<file path="src/rtl/modal_reg_seq.sv">
// Command-driven sequencer for an 8-bit modal shift/load/logic register.
// It accepts one command over a valid/ready handshake. It then drives the
// register's mode, D and Ser inputs for the number of cycles the command
// needs, and pulses done (with err for illegal or aborted commands).
// Every output is decoded from registered state only.
module modal_reg_seq #(
  parameter int WIDTH = 8,
  parameter int CNT_W = 4
) (
  input  logic             Clk,
  input  logic             nRst,
  input  logic             cmd_valid,
  output logic             cmd_ready,
  input  logic [2:0]       cmd_op,
  input  logic [WIDTH-1:0] cmd_data,
  input  logic [CNT_W-1:0] cmd_count,
  input  logic [WIDTH-1:0] cmd_ser,
  input  logic             abort,
  output logic [2:0]       mode,
  output logic [WIDTH-1:0] D,
  output logic             Ser,
  output logic             done,
  output logic             err
);

  localparam logic [2:0] OP_NOP  = 3'b000;
  localparam logic [2:0] OP_SHR  = 3'b001;
  localparam logic [2:0] OP_SHL  = 3'b010;
  localparam logic [2:0] OP_LOAD = 3'b011;
  localparam logic [2:0] OP_AND  = 3'b101;
  localparam logic [2:0] OP_OR   = 3'b110;

  localparam logic [CNT_W-1:0] CNT_MAX = CNT_W'(WIDTH);
  localparam logic [CNT_W-1:0] CNT_ONE = CNT_W'(1);
  localparam logic [CNT_W-1:0] CNT_ZERO = CNT_W'(0);

  typedef enum logic [1:0] {
    S_IDLE  = 2'd0,
    S_EXEC  = 2'd1,
    S_SHIFT = 2'd2,
    S_DONE  = 2'd3
  } state_t;

  state_t           r_state;
  state_t           w_state_nxt;
  logic [2:0]       r_op;
  logic [WIDTH-1:0] r_data;
  logic [WIDTH-1:0] r_shreg;
  logic [CNT_W-1:0] r_cnt;
  logic             r_err;
  logic             w_err_nxt;
  logic             w_accept;
  logic [CNT_W-1:0] w_count_clamp;

  // cmd_ready is high only in IDLE, so an accept is IDLE plus valid.
  assign w_accept      = (r_state == S_IDLE) && cmd_valid;
  // Counts larger than the datapath would only shift in zeros; cap them.
  assign w_count_clamp = (cmd_count > CNT_MAX) ? CNT_MAX : cmd_count;

  // State register and error flag.
  always_ff @(posedge Clk or negedge nRst) begin
    if (!nRst) begin
      r_state <= S_IDLE;
      r_err   <= 1'b0;
    end else begin
      r_state <= w_state_nxt;
      r_err   <= w_err_nxt;
    end
  end

  // Next-state and error-flag decode.
  always_comb begin
    w_state_nxt = r_state;
    w_err_nxt   = r_err;
    case (r_state)
      S_IDLE: begin
        if (w_accept) begin
          w_err_nxt = 1'b0;
          case (cmd_op)
            OP_LOAD, OP_AND, OP_OR: w_state_nxt = S_EXEC;
            OP_SHR, OP_SHL: begin
              if (cmd_count != CNT_ZERO) begin
                w_state_nxt = S_SHIFT;
              end else begin
                w_state_nxt = S_DONE;
              end
            end
            OP_NOP: w_state_nxt = S_DONE;
            default: begin
              w_state_nxt = S_DONE;
              w_err_nxt   = 1'b1;
            end
          endcase
        end else begin
          w_state_nxt = S_IDLE;
        end
      end
      S_EXEC: w_state_nxt = S_DONE;
      S_SHIFT: begin
        if (abort) begin
          w_state_nxt = S_DONE;
          w_err_nxt   = 1'b1;
        end else if (r_cnt == CNT_ONE) begin
          w_state_nxt = S_DONE;
        end else begin
          w_state_nxt = S_SHIFT;
        end
      end
      S_DONE:  w_state_nxt = S_IDLE;
      default: w_state_nxt = S_IDLE;
    endcase
  end

  // Command fields are latched on accept; SHIFT consumes shreg LSB-first.
  always_ff @(posedge Clk or negedge nRst) begin
    if (!nRst) begin
      r_op    <= 3'b000;
      r_data  <= '0;
      r_shreg <= '0;
      r_cnt   <= '0;
    end else if (w_accept) begin
      r_op    <= cmd_op;
      r_data  <= cmd_data;
      r_shreg <= cmd_ser;
      r_cnt   <= w_count_clamp;
    end else if (r_state == S_SHIFT) begin
      r_shreg <= r_shreg >> 1;
      r_cnt   <= r_cnt - CNT_ONE;
    end else begin
      r_shreg <= r_shreg;
      r_cnt   <= r_cnt;
    end
  end

  // Moore output decode; mode stays 000 outside EXEC/SHIFT so the register holds.
  always_comb begin
    cmd_ready = 1'b0;
    mode      = 3'b000;
    D         = '0;
    Ser       = 1'b0;
    done      = 1'b0;
    err       = 1'b0;
    case (r_state)
      S_IDLE: cmd_ready = 1'b1;
      S_EXEC: begin
        mode = r_op;
        D    = r_data;
      end
      S_SHIFT: begin
        mode = r_op;
        Ser  = r_shreg[0];
      end
      S_DONE: begin
        done = 1'b1;
        err  = r_err;
      end
      default: cmd_ready = 1'b0;
    endcase
  end

endmodule
</file>
<file path="config.mk">
export PLATFORM = sky130hd
export DESIGN_NAME = modal_reg_seq
export DESIGN_NICKNAME = d
export VERILOG_FILES = /design/src/rtl/modal_reg_seq.sv
export SDC_FILE = /design/constraint.sdc
export NUM_CORES = 1
export LEC_CHECK = 0
export CELL_PAD_IN_SITES_DETAIL_PLACEMENT = 1
export CELL_PAD_IN_SITES_GLOBAL_PLACEMENT = 1
export CORE_UTILIZATION = 35
export DETAILED_ROUTE_END_ITERATION = 10
export DONT_BUFFER_PORTS = 1
export GPL_TIMING_DRIVEN = 0
export PLACE_DENSITY = 0.71
export SLEW_MARGIN = 25
export SYNTH_ARGS = -nofsm -noshare
export SYNTH_HDL_FRONTEND = slang
export SYNTH_SLANG_ARGS = --single-unit
</file>
<file path="constraint.sdc">
create_clock -name Clk -period 1.4 [get_ports Clk]
set_input_delay 0.28 -clock Clk [delete_from_list [all_inputs] [get_ports Clk]]
set_output_delay 0.28 -clock Clk [all_outputs]
set_load 0.02 [all_outputs]
</file>
Figure 1. Floorplan with the power grid (run 1).
Pins as bars on the die edge. Tap cells in gray.
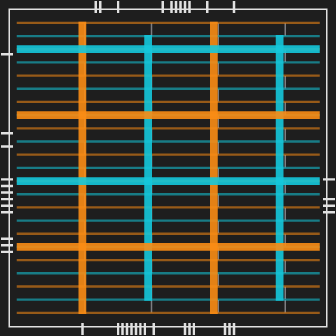
Key: orange = VSS; cyan = VDD
The core has 22 rows. 42 signal pins sit on the boundary. 4 straps on met5. 4 straps on met4. 48 tap cells.

Figure 2. Cells colored by class (run 1).
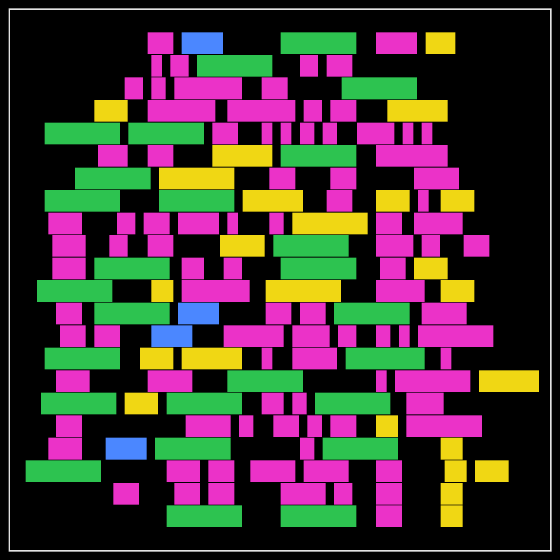
Key: yellow = other buffers and delay cells [cells 24, share of their area 17%]; blue = clock drivers and dummy loads [cells 4, share of their area 2.8%]; magenta = all other logic [cells 93, share of their area 47%]; green = flops [cells 26, share of their area 33%]

==> deck_impl_summary.md, run 1 <==
Synthesis and Place & Route Summary

Timing
  • Post-route worst setup slack: -0.158 ns
  • Setup violators final: 23
  • Final Skew: 0.00277 ns
  • Post-layout min period: 1.56 ns
  • Pins Over Slew Limit: 0
  • Setup repair after global routing missed its margin: yes
  • Final worst path period share: 111%
  • Sum Neg Setup Slack: -2.39 ns
  • Total count of hold-check failures in the final report: 0
  • Pin slew with the least headroom to its limit: 0.423 ns

Global route
  • Number of global-route vias before repair: ~1100
  • Residual overflow from global routing: 0
  • Number of antenna violations at the first check in global routing: 0
  • Maximum number of pins on one net before global-route repair: 27

Worst setup path
  • Worst Path Class, Setup: reg2out
  • Required time of the critical path: around 1.1 ns
  • Arrival time of the worst setup path: 1.28 ns
  • Worst Path Max Fanout: 5
  • Reg2reg path depth: 7
  • Startpoint of the worst-slack reg-to-reg timing path: r_state[0]
  • Critical path launch point: r_state[0]
  • Critical Path Source Type: flip-flop

Synth
  • Total cell area reported by yosys after synthesis: 1400 um2
  • Cell type with the largest total area after synthesis: dfrtp_1
  • Net count entering floorplan: 158
  • Gate count after technology mapping: 124
  • Seq/Total Area, Yosys: around 47%
  • Per-instance average area after synthesis: 11.3 um2
  • Synth warn: 0
  • Commonest flop: dfrtp_1
  • Share of async-settable or async-resettable flops after synthesis: 100%
  • Biggest area contributors in the synthesized netlist: dfrtp_1 47%, a21oi_1 6.4%, mux2_2 6.4%
  • Number of cells in Yosys stat: 124
  • Syn Std Cell Area: 1400 um2
  • Number of enable flip-flop cells: 0

Clocking
  • Clk Latency, worst-skew pair: 0.28 ns
  • Clock root buffer: clkbuf_8
  • CTS tree: done
  • Number of buffers inserted during clock tree synthesis: 3
  • Max clock buf depth: 2
  • CTS Sinks: 26
  • Htree depth: 1
  • Clock-pin slew reported for the worst setup and hold paths after clock tree synthesis: 0.09 ns

Drt
  • # DRC: 0
  • Number of optimization iterations in the first detailed-route pass: 3
  • Via-to-Cell Ratio: 5.20
  • Vias after detailed routing: 1014
  • Routed WL per cell: 19.2 um
  • DRC violation total after the first TritonRoute iteration: 39
  • Wire length after detailed routing: approximately 3.7 mm

Run
  • Number of max-cap violations: 0
  • OpenROAD warnings: 33

Final layout
  • Number of standard cells in the layout, taps in and fillers out: 195
  • Fin nets: 182
  • # fillers: 387
  • Layout cells sized above 1: 60.5%
  • Top cell excl fill/tap: dfrtp_1
  • Synth-to-Final Area Change: 45.6%

Floorplanning
  • Core ar.: 3740 um2
  • Die extent in x: 65.2 um
  • Placement Rows: 22
  • Overall chip area: approximately 4300 um2
  • Floorplan utilization: around 37%
  • Ports placed on the boundary: 42

Pwr
  • Leakage power of the design: ~0.85 nW
  • Post-layout total power: about 0.0047 W
  • Peak ir drop on the vdd network: 1.01 mV

Placed design
  • DP Wirelength: 2.16 mm
  • Worst slack, placed: -0.112 ns
  • Number of I/O port buffers: 0
  • Number of cells in the design after placement: 172
  • Final Wtd Congestion: 0.771

Worst hold path
  • Depth of the worst hold-timing path: 1
  • Hold wc startpoint: cmd_op[0]
  • Class of the most critical hold timing path: in2reg

Status
  • Violations in the final reports: negative setup slack
  • Run status: finished, violations left
Figure 3. Clock network drawn from the DEF (run 1).
Bar = 20 um.
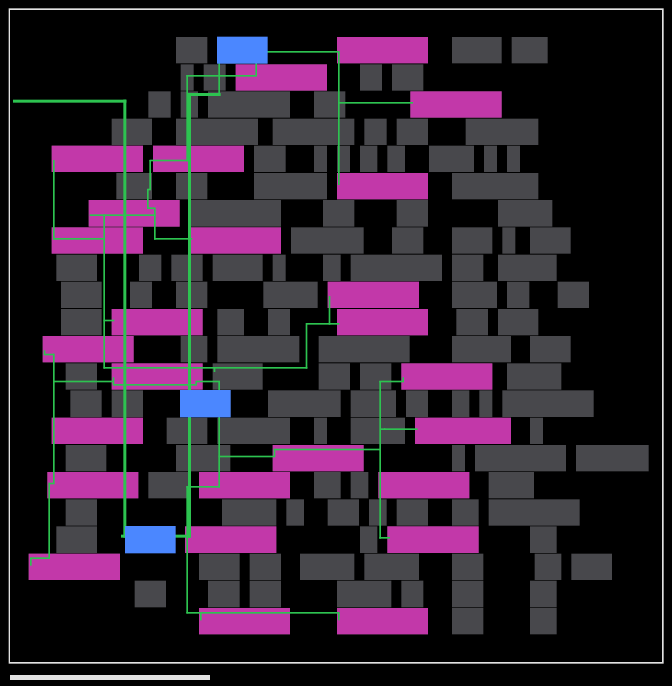
Key: magenta = flip-flops [count 26]; blue = cells driving clock nets [count 3]; green = clock wires [length 364 um]
There are 4 routed clock nets.

Figure 4. Signal wires by layer (run 1).
Bar = 20 um.
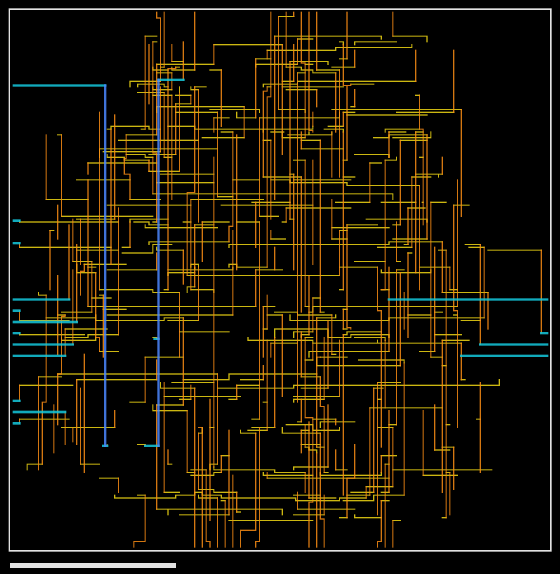
Key: cyan = met3 [wire length 92.2 um]; orange = met2 [wire length 2060 um]; yellow = met1 [wire length 1510 um]; blue = met4 [wire length 87.7 um]

==> run 1: per-layer routing <==
metal,vias to the layer above,track usage (%),part of all wire [%]
met1,519,19.9,40
met4,0,7.34,2.3
met2,19,28.2,55
met3,5,3.30,2.5
met5,-,0,0
li1,471,-,-
==> run 1: through the flow <==
| step | utilization [%] | area (um2) | hold WS [ns] |
|---|---|---|---|
| after floorplan | - | 1410 | -0.0156 |
| after global placement | 39.4 | 1470 | -0.0150 |
| after detailed placement | 39.4 | 1470 | -0.0151 |
| after CTS | 46.3 | 1730 | 0.134 |
| after global routing | 54.4 | 2040 | 0.134 |
| final | 54.4 | 2040 | 0.140 |
==> run 1: layout make-up <==
cell class	instances	area [um2]	share of cell area, %
buffer	4	62.6	3.07
sequential	26	652	32.0
multi-input combinational	87	910	44.7
timing repair buffer	20	273	13.4
clock buffer	4	55.1	2.70
tap	48	60.1	2.95
inverter	6	25.0	1.23
==> run 1: synth_stat cells, types with 3 or more instances <==
cell,instances
a21oi_1,18
and2_1,13
dfrtp_1,26
ha_1,7
inv_1,6
mux2_2,8
mux2_4,5
mux2i_1,7
nand2_1,3
nor2_1,9
xnor2_1,4
==> run 1: kinds of logic (layout without fill, tap and decap cells) <==
| kind of cell | count (synthesis) | after routing | share of synthesized area (%) |
|---|---|---|---|
| xor+xnor | 5 | 5 | 3.13 |
| buf+inv | 11 | 34 | 4.65 |
| flops | 26 | 26 | 46.5 |
| mux | 20 | 20 | 16.8 |
| simple gates | 33 | 33 | 14.1 |
| fa+ha+maj | 7 | 7 | 6.26 |
| compound gates | 22 | 22 | 8.50 |
==> run 1: repair_timing <==
action,CTS,global route
pin swaps,3,8
hold buffers,2,0
endpoints found under the hold margin,26,0
endpoints found under the setup margin,30,39
gates resized,40,48
buffers inserted,9,6
gates cloned,0,3
==> run 1: critical path, cell delays in order (launching register included) <==
cell and delay, ns:
dfrtp_1 0.42, buf_6 0.14, ha_4 0.16, buf_12 0.13
and2_4 0.15
==> run 1: flip-flops by register name, indices dropped and copies added (netlist names) <==
name     flops
r_data       8
r_shreg      8
r_cnt        4
r_op         3
r_state      2
r_err        1
==> run 1: worst paths after layout <==
path	to	slack, ns
setup reg to reg	r_err	-0.10
max in group asynchronous	r_state[1]	0.80
min in group asynchronous	r_cnt[3]	0.43
hold reg to reg	r_data[0]	0.51
hold / removal	r_op[0]	0.14
setup / recovery	D[4]	-0.16
==> run 1: power by group <==
| part | leakage (nW) | switching (W) | internal [W] |
|---|---|---|---|
| Clock | 0.0288 | 0.000252 | 0.000252 |
| Sequential | 0.300 | 0.000360 | 0.00113 |
| Combinational | 0.522 | 0.00116 | 0.00154 |
--- run 2 (diff from run 1) ---
- CORE_MARGIN: unset -> 2
- CORE_UTILIZATION: 35 -> 43
- PLACE_DENSITY: 0.71 -> 0.83
- TNS_END_PERCENT: unset -> 100
==> run 2 against run 1 <==
Net effect:
- the flow still finishes with violations (negative setup slack)
- sequential power is 5% lower
- register-to-register slack worse by 0.14 ns
- setup slack worse by 0.084 ns
- global-route usage is 7.5 points higher
- clock power is 3% higher
- largest cell class unchanged
- highest routed layer unchanged
==> deck_impl_summary.md, run 2 <==
Synthesis and Place & Route Summary

Status
  • Run status: finished, violations left (unchanged)
  • Violations in the final reports: negative setup slack (unchanged)

Floorplanning
  • Core ar.: 3080 um2 (was 3740 um2)
  • Ports placed on the boundary: 42 (unchanged)
  • Overall chip area: 3730 um2 (was 4250 um2)
  • Die extent in x: 61.0 um (was 65.2 um)
  • Floorplan utilization: 45.4% (was 37.4%)
  • Placement Rows: 20 (was 22)

Timing
  • Sum Neg Setup Slack: -6.38 ns (was -2.39 ns)
  • Total count of hold-check failures in the final report: 0 (unchanged)
  • Final worst path period share: 117% (was 111%)
  • Hold WS: 0.0708 ns (was 0.140 ns)
  • Pin slew with the least headroom to its limit: 0.350 ns (was 0.423 ns)
  • Post-route worst setup slack: -0.241 ns (was -0.158 ns)
  • Post-layout min period: 1.64 ns (was 1.56 ns)
  • Final Skew: 0.0136 ns (was 0.00277 ns)
  • Setup violators final: 39 (was 23)
  • Setup repair after global routing missed its margin: yes (unchanged)
  • Maximum operating frequency: 609 MHz (was 642 MHz)
  • Pins Over Slew Limit: 0 (unchanged)

Synth
  • Share of async-settable or async-resettable flops after synthesis: 100% (unchanged)
  • Top cells by count: 26 x dfrtp_1, 18 x a21oi_1, 13 x and2_1 (unchanged)
  • Net count entering floorplan: 158 (unchanged)
  • Syn Std Cell Area: 1400 um2 (unchanged)
  • Number of cells in Yosys stat: 124 (unchanged)
  • Total cell area reported by yosys after synthesis: 1400 um2 (unchanged)
  • Commonest flop: dfrtp_1 (unchanged)
  • Seq/Total Area, Yosys: 46.5% (unchanged)
  • Area share, top type: 46.5% (unchanged)
  • Most numerous cell in the Yosys netlist: dfrtp_1 (unchanged)
  • Gate count after technology mapping: 124 (unchanged)
  • Per-instance average area after synthesis: 11.3 um2 (unchanged)
  • Number of enable flip-flop cells: 0 (unchanged)
  • Synth warn: 0 (unchanged)
  • Cell type with the largest total area after synthesis: dfrtp_1 (unchanged)

Pwr
  • Leakage power of the design: 0.816 nW (was 0.850 nW)
  • Part of the total power dissipated in the clock network: 11.6% (was 10.8%)
  • Switching portion of total power: 38.1% (was 37.8%)
  • Internal power consumption: 0.00278 W (was 0.00292 W)
  • Peak ir drop on the vdd network: 1.12 mV (was 1.01 mV)
  • Part of the power in registers: 31.6% (was 31.7%)
  • Switching power: 0.00171 W (was 0.00177 W)
  • Logic gate share of total power: 56.9% (was 57.6%)

Final layout
  • Largest registers: r_data: 8 flops, r_shreg: 8 flops, r_cnt: 4 flops (unchanged)
  • Layout cells sized above 1: 53.2% (was 60.5%)
  • Synth-to-Final Area Change: 39.6% (was 45.6%)
  • Share of the core filled with cells: 63.5% (was 54.4%)
  • Top cell excl fill/tap: dfrtp_1 (unchanged)
  • Fin nets: 176 (was 182)
  • Number of standard cells in the layout, taps in and fillers out: 185 (was 195)
  • # fillers: 314 (was 387)

Clocking
  • Clk Latency, worst-skew pair: 0.33 ns (was 0.28 ns)
  • Htree depth: 1 (unchanged)
  • Clock root buffer: clkbuf_4 (was clkbuf_8)
  • Number of buffers inserted during clock tree synthesis: 3 (unchanged)
  • CTS tree: done (unchanged)
  • Max clock buf depth: 2 (unchanged)
  • CTS Sinks: 26 (unchanged)
  • Clock-pin slew reported for the worst setup and hold paths after clock tree synthesis: 0.15 ns (was 0.09 ns)

Worst setup path
  • Startpoint of the worst-slack reg-to-reg timing path: r_state[0] (unchanged)
  • Required time of the critical path: 1.12 ns (about the same)
  • Arrival time of the worst setup path: 1.36 ns (was 1.28 ns)
  • Critical Path Sink Type: primary output (unchanged)
  • Critical Path Source Type: flip-flop (unchanged)
  • Worst Path Max Fanout: 4 (was 5)
  • Reg2reg path depth: 7 (unchanged)
  • Register-to-register path setup slack: -0.24 ns (was -0.10 ns)
  • Worst Path Class, Setup: reg2out (unchanged)
  • Endpoint of the lowest-slack register-to-register path: r_op[2] (was r_err)

Drt
  • # DRC: 0 (unchanged)
  • Number of optimization iterations in the first detailed-route pass: 2 (was 3)
  • DRC violation total after the first TritonRoute iteration: 23 (was 39)
  • Wire length after detailed routing: 3.98 mm (was 3.75 mm)
  • Via-to-Cell Ratio: 5.37 (was 5.20)
  • Routed WL per cell: 21.5 um (was 19.2 um)

Run
  • OpenROAD warnings: 33 (unchanged)
  • Number of max-cap violations: 0 (unchanged)

Global route
  • Residual overflow from global routing: 0 (unchanged)
  • Maximum number of pins on one net before global-route repair: 27 (unchanged)
  • Number of global-route vias before repair: 1137 (was 1110)
  • Number of antenna violations at the first check in global routing: 0 (unchanged)

Worst hold path
  • Worst Hold Endpoint: r_shreg[7] (was r_op[0])
  • Depth of the worst hold-timing path: 2 (was 1)
  • Hold wc startpoint: cmd_valid (was cmd_op[0])
  • Class of the most critical hold timing path: in2reg (unchanged)

Placed design
  • Number of I/O port buffers: 0 (unchanged)
  • Number of cells in the design after placement: 168 (was 172)
==> run 2: timing repair <==
action | in CTS | in global routing
gates cloned | 3 | 0
setup endpoints to repair | 31 | 40
gates resized | 56 | 18
hold endpoints to repair | 26 | 0
hold buffers | 2 | 0
buffers inserted | 8 | 1
pin swaps | 4 | 5
==> run 2: worst max-delay path: stages, from the launching register on <==
cell and delay (ns):
dfrtp_1 0.46, inv_2 0.10, ha_4 0.30, and2_4 0.17
==> run 2: power by group through the flow <==
stage / Combinational [W] / Clock, W / Sequential (W)
floorplan: 0.00133 / 0 / 0.00131
finish: 0.00256 / 0.000520 / 0.00142
CTS: 0.00231 / 0.000530 / 0.00138
detailed placement: 0.00156 / 0 / 0.00138
global route: 0.00272 / 0.000559 / 0.00146
global placement: 0.00149 / 0 / 0.00135
==> run 2: area by class of cell <==
cell class                      count  area [um2]  share of cell area (%)
Buffer                              4        65.1                    3.33
Clock inverter                      1        30.0                    1.54
Multi-Input combinational cell     87         873                    44.7
Inverter                            6        22.5                    1.15
Tap cell                           44        55.1                    2.82
Clock buffer                        3        22.5                    1.15
Sequential cell                    26         651                    33.3
Timing Repair Buffer               14         234                    12.0
==> run 2: worst max-delay path by stage <==
stage | startpoint | end | depth (start not counted)
floorplan | r_state[0] | Ser | 5
global placement | r_state[0] | Ser | 5
detailed placement | r_state[0] | Ser | 5
CTS | r_state[1] | Ser | 4
global route | r_state[0] | mode[1] | 4
finish | r_state[1] | mode[1] | 3
==> run 2: cells by family (layout without fill, tap and decap cells) <==
kind of cell,after synthesis,in the layout,share of synthesized area [%]
buffers and inverters,11,28,4.65
muxes,20,20,16.8
and+or+nand+nor,33,33,14.1
AOI/OAI and AO/OA,22,22,8.50
adders and majority gates,7,7,6.26
xor gates and xnor gates,5,5,3.13
DFF,26,26,46.5
==> run 2: metrics by stage <==
step                area (um2)  total power (W)
floorplan                 1410          0.00264
global placement          1470          0.00284
detailed placement        1470          0.00294
CTS                       1890          0.00422
global route              1950          0.00473
finish                    1950          0.00449
==> run 2: per-layer routing <==
metal	routed length [um]	up-vias	GRT usage (%)
met5	0	-	0
met4	60	0	9.32
met3	183	6	4.20
met2	2190	26	43.8
met1	1550	509	28.0
li1	-	453	-
Figure 5. Cells colored by class (run 2).
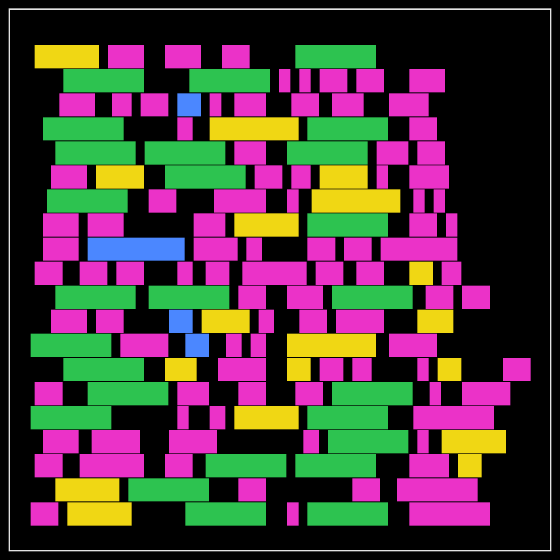
Key: blue = clock drivers and dummy loads [cells 4, share of their area 2.8%]; green = flops [cells 26, share of their area 34%]; yellow = other buffers and delay cells [cells 18, share of their area 16%]; magenta = all other logic [cells 93, share of their area 47%]

Figure 6. Clock network drawn from the DEF (run 2).
Bar = 20 um.
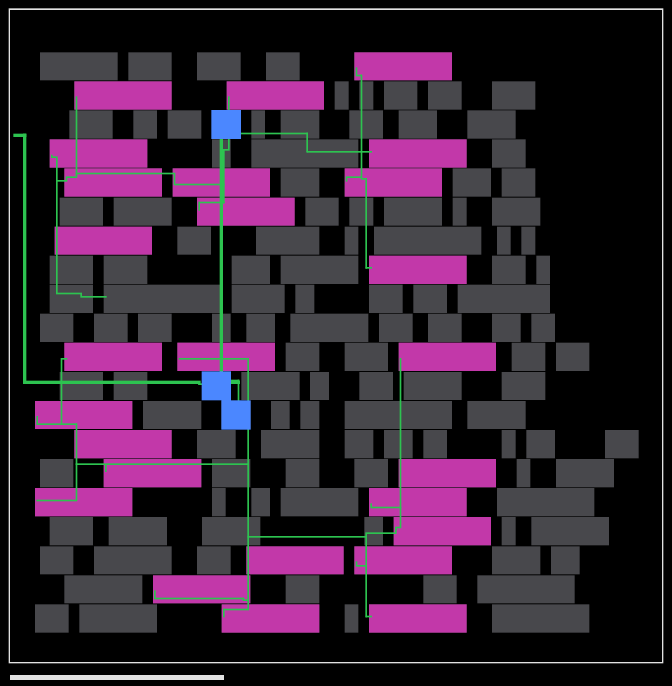
Key: blue = cells driving clock nets [count 3]; magenta = flip-flops [count 26]; green = clock wires [length 293 um]
There are 4 routed clock nets.

Figure 7. Signal wires by layer (run 2).
Bar = 20 um.
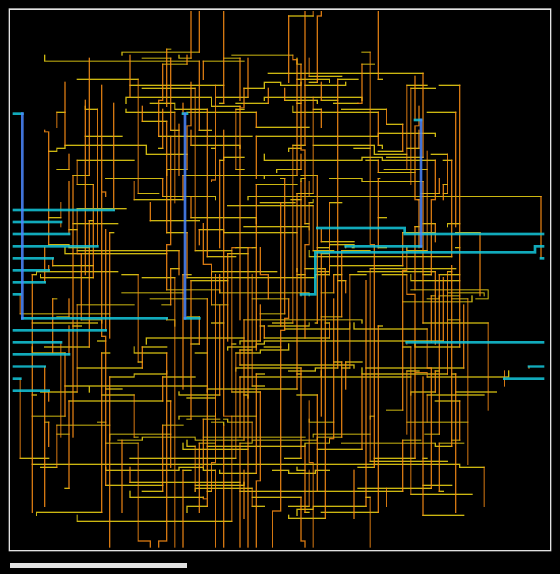
Key: orange = met2 [wire length 2190 um]; cyan = met3 [wire length 183 um]; blue = met4 [wire length 60.5 um]; yellow = met1 [wire length 1550 um]

--- run 3 (diff from run 2) ---
- GPL_TIMING_DRIVEN: 0 -> unset
- PLACE_DENSITY: 0.83 -> unset
- PLACE_DENSITY_LB_ADDON: unset -> 0.1
==> run 3 against run 2 <==
Net effect:
- the run still ends with negative setup slack left
- design area is 7.3% lower
- sequential power hardly changed
- utilization is 4.6 points lower
- sequential share of layout area is 2.6 points higher
- wire length is 17% lower
- setup slack better by 0.036 ns
- flip-flop count stayed put
- critical path depth is 1 higher
- synthesized cell count stayed put
- power is 8.1% lower
- via count is 1.3% lower
==> deck_impl_summary.md, run 3 <==
Synthesis and Place & Route Summary

Worst setup path
  • Arrival time of the worst setup path: 1.33 ns (was 1.36 ns)
  • Worst Path Class, Setup: reg2out (unchanged)
  • Worst Path Max Fanout: 3 (was 4)
  • Critical Path Sink Type: primary output (unchanged)
  • Critical Path Source Type: flip-flop (unchanged)

Placed design
  • Total cell area at the placement stage: 1530 um2 (was 1470 um2)

Timing
  • Total count of hold-check failures in the final report: 0 (unchanged)
  • Setup repair after global routing missed its margin: yes (unchanged)
  • Pins Over Slew Limit: 0 (unchanged)
  • Post-route worst setup slack: -0.205 ns (was -0.241 ns)
  • Setup violators final: 26 (was 39)
  • Final worst path period share: 115% (was 117%)
  • Post-layout min period: 1.61 ns (was 1.64 ns)

Global route
  • Maximum number of pins on one net before global-route repair: 27 (unchanged)
  • Number of global-route vias before repair: 1117 (was 1137)

Synth
  • Total cell area reported by yosys after synthesis: 1400 um2 (unchanged)
  • Seq/Total Area, Yosys: 46.5% (unchanged)
  • Area share, top type: 46.5% (unchanged)
  • Cell type with the largest total area after synthesis: dfrtp_1 (unchanged)
  • Number of cells in Yosys stat: 124 (unchanged)
  • Number of enable flip-flop cells: 0 (unchanged)
  • Synth warn: 0 (unchanged)
  • Gate count after technology mapping: 124 (unchanged)
  • Net count entering floorplan: 158 (unchanged)

Status
  • Violations in the final reports: negative setup slack (unchanged)
  • Run status: finished, violations left (unchanged)

Final layout
  • Top cell excl fill/tap: dfrtp_1 (unchanged)
  • Combined flip-flop and latch cell area: 651 um2 (unchanged)
  • # fillers: 345 (was 314)

Drt
  • Uppermost layer routed: met4 (unchanged)
  • Met3 Routed Length: 114 um (was 183 um)
  • Vias after detailed routing: 981 (was 994)

Pwr
  • Post-layout total power: 0.00413 W (was 0.00449 W)

Clocking
  • Clock root buffer: clkbuf_4 (unchanged)
  • Clk Latency, worst-skew pair: 0.34 ns (was 0.33 ns)

Floorplanning
  • Floorplan utilization: 45.4% (unchanged)
  • Die extent in x: 61.0 um (unchanged)
  • Ports placed on the boundary: 42 (unchanged)
-- run 3: cell counts after synthesis --
No cell type changed its count.
-- run 3: kinds of logic after synthesis --
| kind of cell | after synthesis | share of synthesized area, % |
|---|---|---|
| simple gates | 33 | 14.1 |
| flops | 26 | 46.5 |
| compound gates | 22 | 8.50 |
| mux | 20 | 16.8 |
| buf+inv | 11 | 4.65 |
| fa+ha+maj | 7 | 6.26 |
| xor+xnor | 5 | 3.13 |
-- run 3: cell type report --
type                    count  share of cell area [%]
clock buffers               3                    1.24
clock inverters             1                    1.66
inverters                   6                    1.24
multi-input cells          88                    44.6
flip-flops and latches     26                    35.9
well taps                  44                    3.04
repair buffers             23                    12.3
-- run 3: path summary, 6_finish.rpt --
check,start,end
worst max register to register,r_state[0],r_state[0]
min in group asynchronous,nRst,r_cnt[0]
worst min-delay path,cmd_op[1],r_op[1]
max in group asynchronous,nRst,r_data[3]
worst max-delay path,r_state[0],Ser
worst min register to register,r_err,r_err
-- run 3: worst max-delay path: stages, from the launching register on --
cell and delay, ns:
dfrtp_1 0.43, inv_2 0.10, ha_2 0.20, buf_6 0.10, and2_4 0.16
-- run 3: metal layers --
layer	global-route usage [%]	vias up
met5	0	-
met4	8.07	0
met3	3.15	5
met2	37.7	23
met1	21.6	482
li1	-	471
-- run 3: timing repair --
| action | CTS | global route |
|---|---|---|
| setup endpoints to repair | 25 | 40 |
| pin swaps | 2 | 4 |
| resized | 38 | 5 |
| buffers inserted | 9 | 0 |
| hold endpoints to repair | 26 | 0 |
| hold buffers | 2 | 0 |
| gates cloned | 0 | 1 |
-- run 3: where the power goes --
group | total [W] | switching (W) | internal [W]
clock network | 0.000537 | 0.000247 | 0.000290
logic | 0.00220 | 0.00100 | 0.00120
registers | 0.00139 | 0.000272 | 0.00112
total | 0.00413 | 0.00152 | 0.00261
-- run 3: per-stage QoR --
step | TNS [ns] | instances | setup WS [ns] | hold slack (ns)
after detailed placement | -0.618 | 175 | -0.0749 | -0.0150
final | -3.57 | 191 | -0.205 | 0.0708
after global placement | 0 | 175 | 0.00204 | -0.0149
after global routing | -5.52 | 191 | -0.271 | 0.0548
after CTS | -3.30 | 190 | -0.194 | 0.0680
after floorplan | 0 | 124 | 0.00236 | -0.0156
Figure 8. Floorplan with the power grid (run 3).
Pins as bars on the die edge. Tap cells in gray.
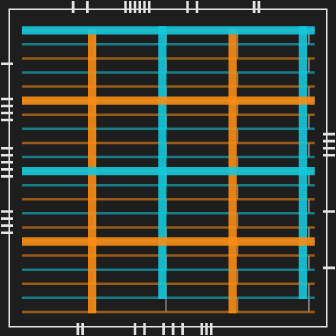
Key: orange = VSS; cyan = VDD
4 straps on met4. 21 met1 rails follow the rows. 42 signal pins sit on the boundary. 44 tap cells.

Figure 9. Track usage over the die (run 3).
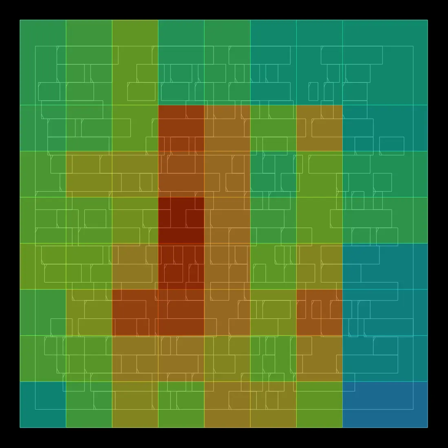
GRT met2 Usage: 37.7%
met3 track demand over resource: 3.15%
Routed WL per cell: 17.3 um
Total Routing Usage GR: 19.8%

Figure 10. Cells colored by class (run 3).
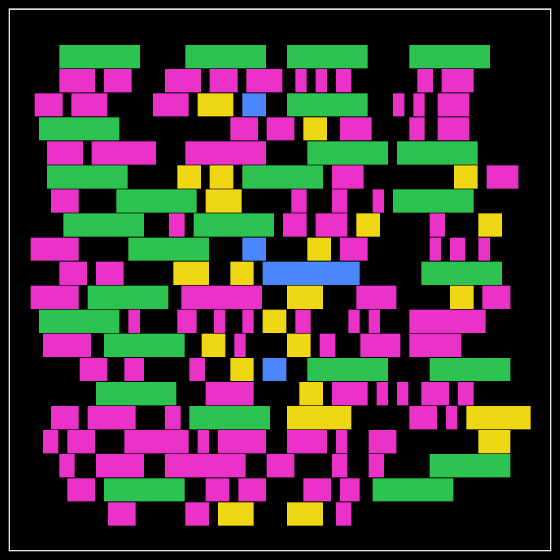
Key: green = flops [cells 26, share of their area 37%]; magenta = all other logic [cells 94, share of their area 47%]; yellow = other buffers and delay cells [cells 23, share of their area 13%]; blue = clock drivers and dummy loads [cells 4, share of their area 3.0%]

No activity file was given, so power comes from the tool's default toggle rates.
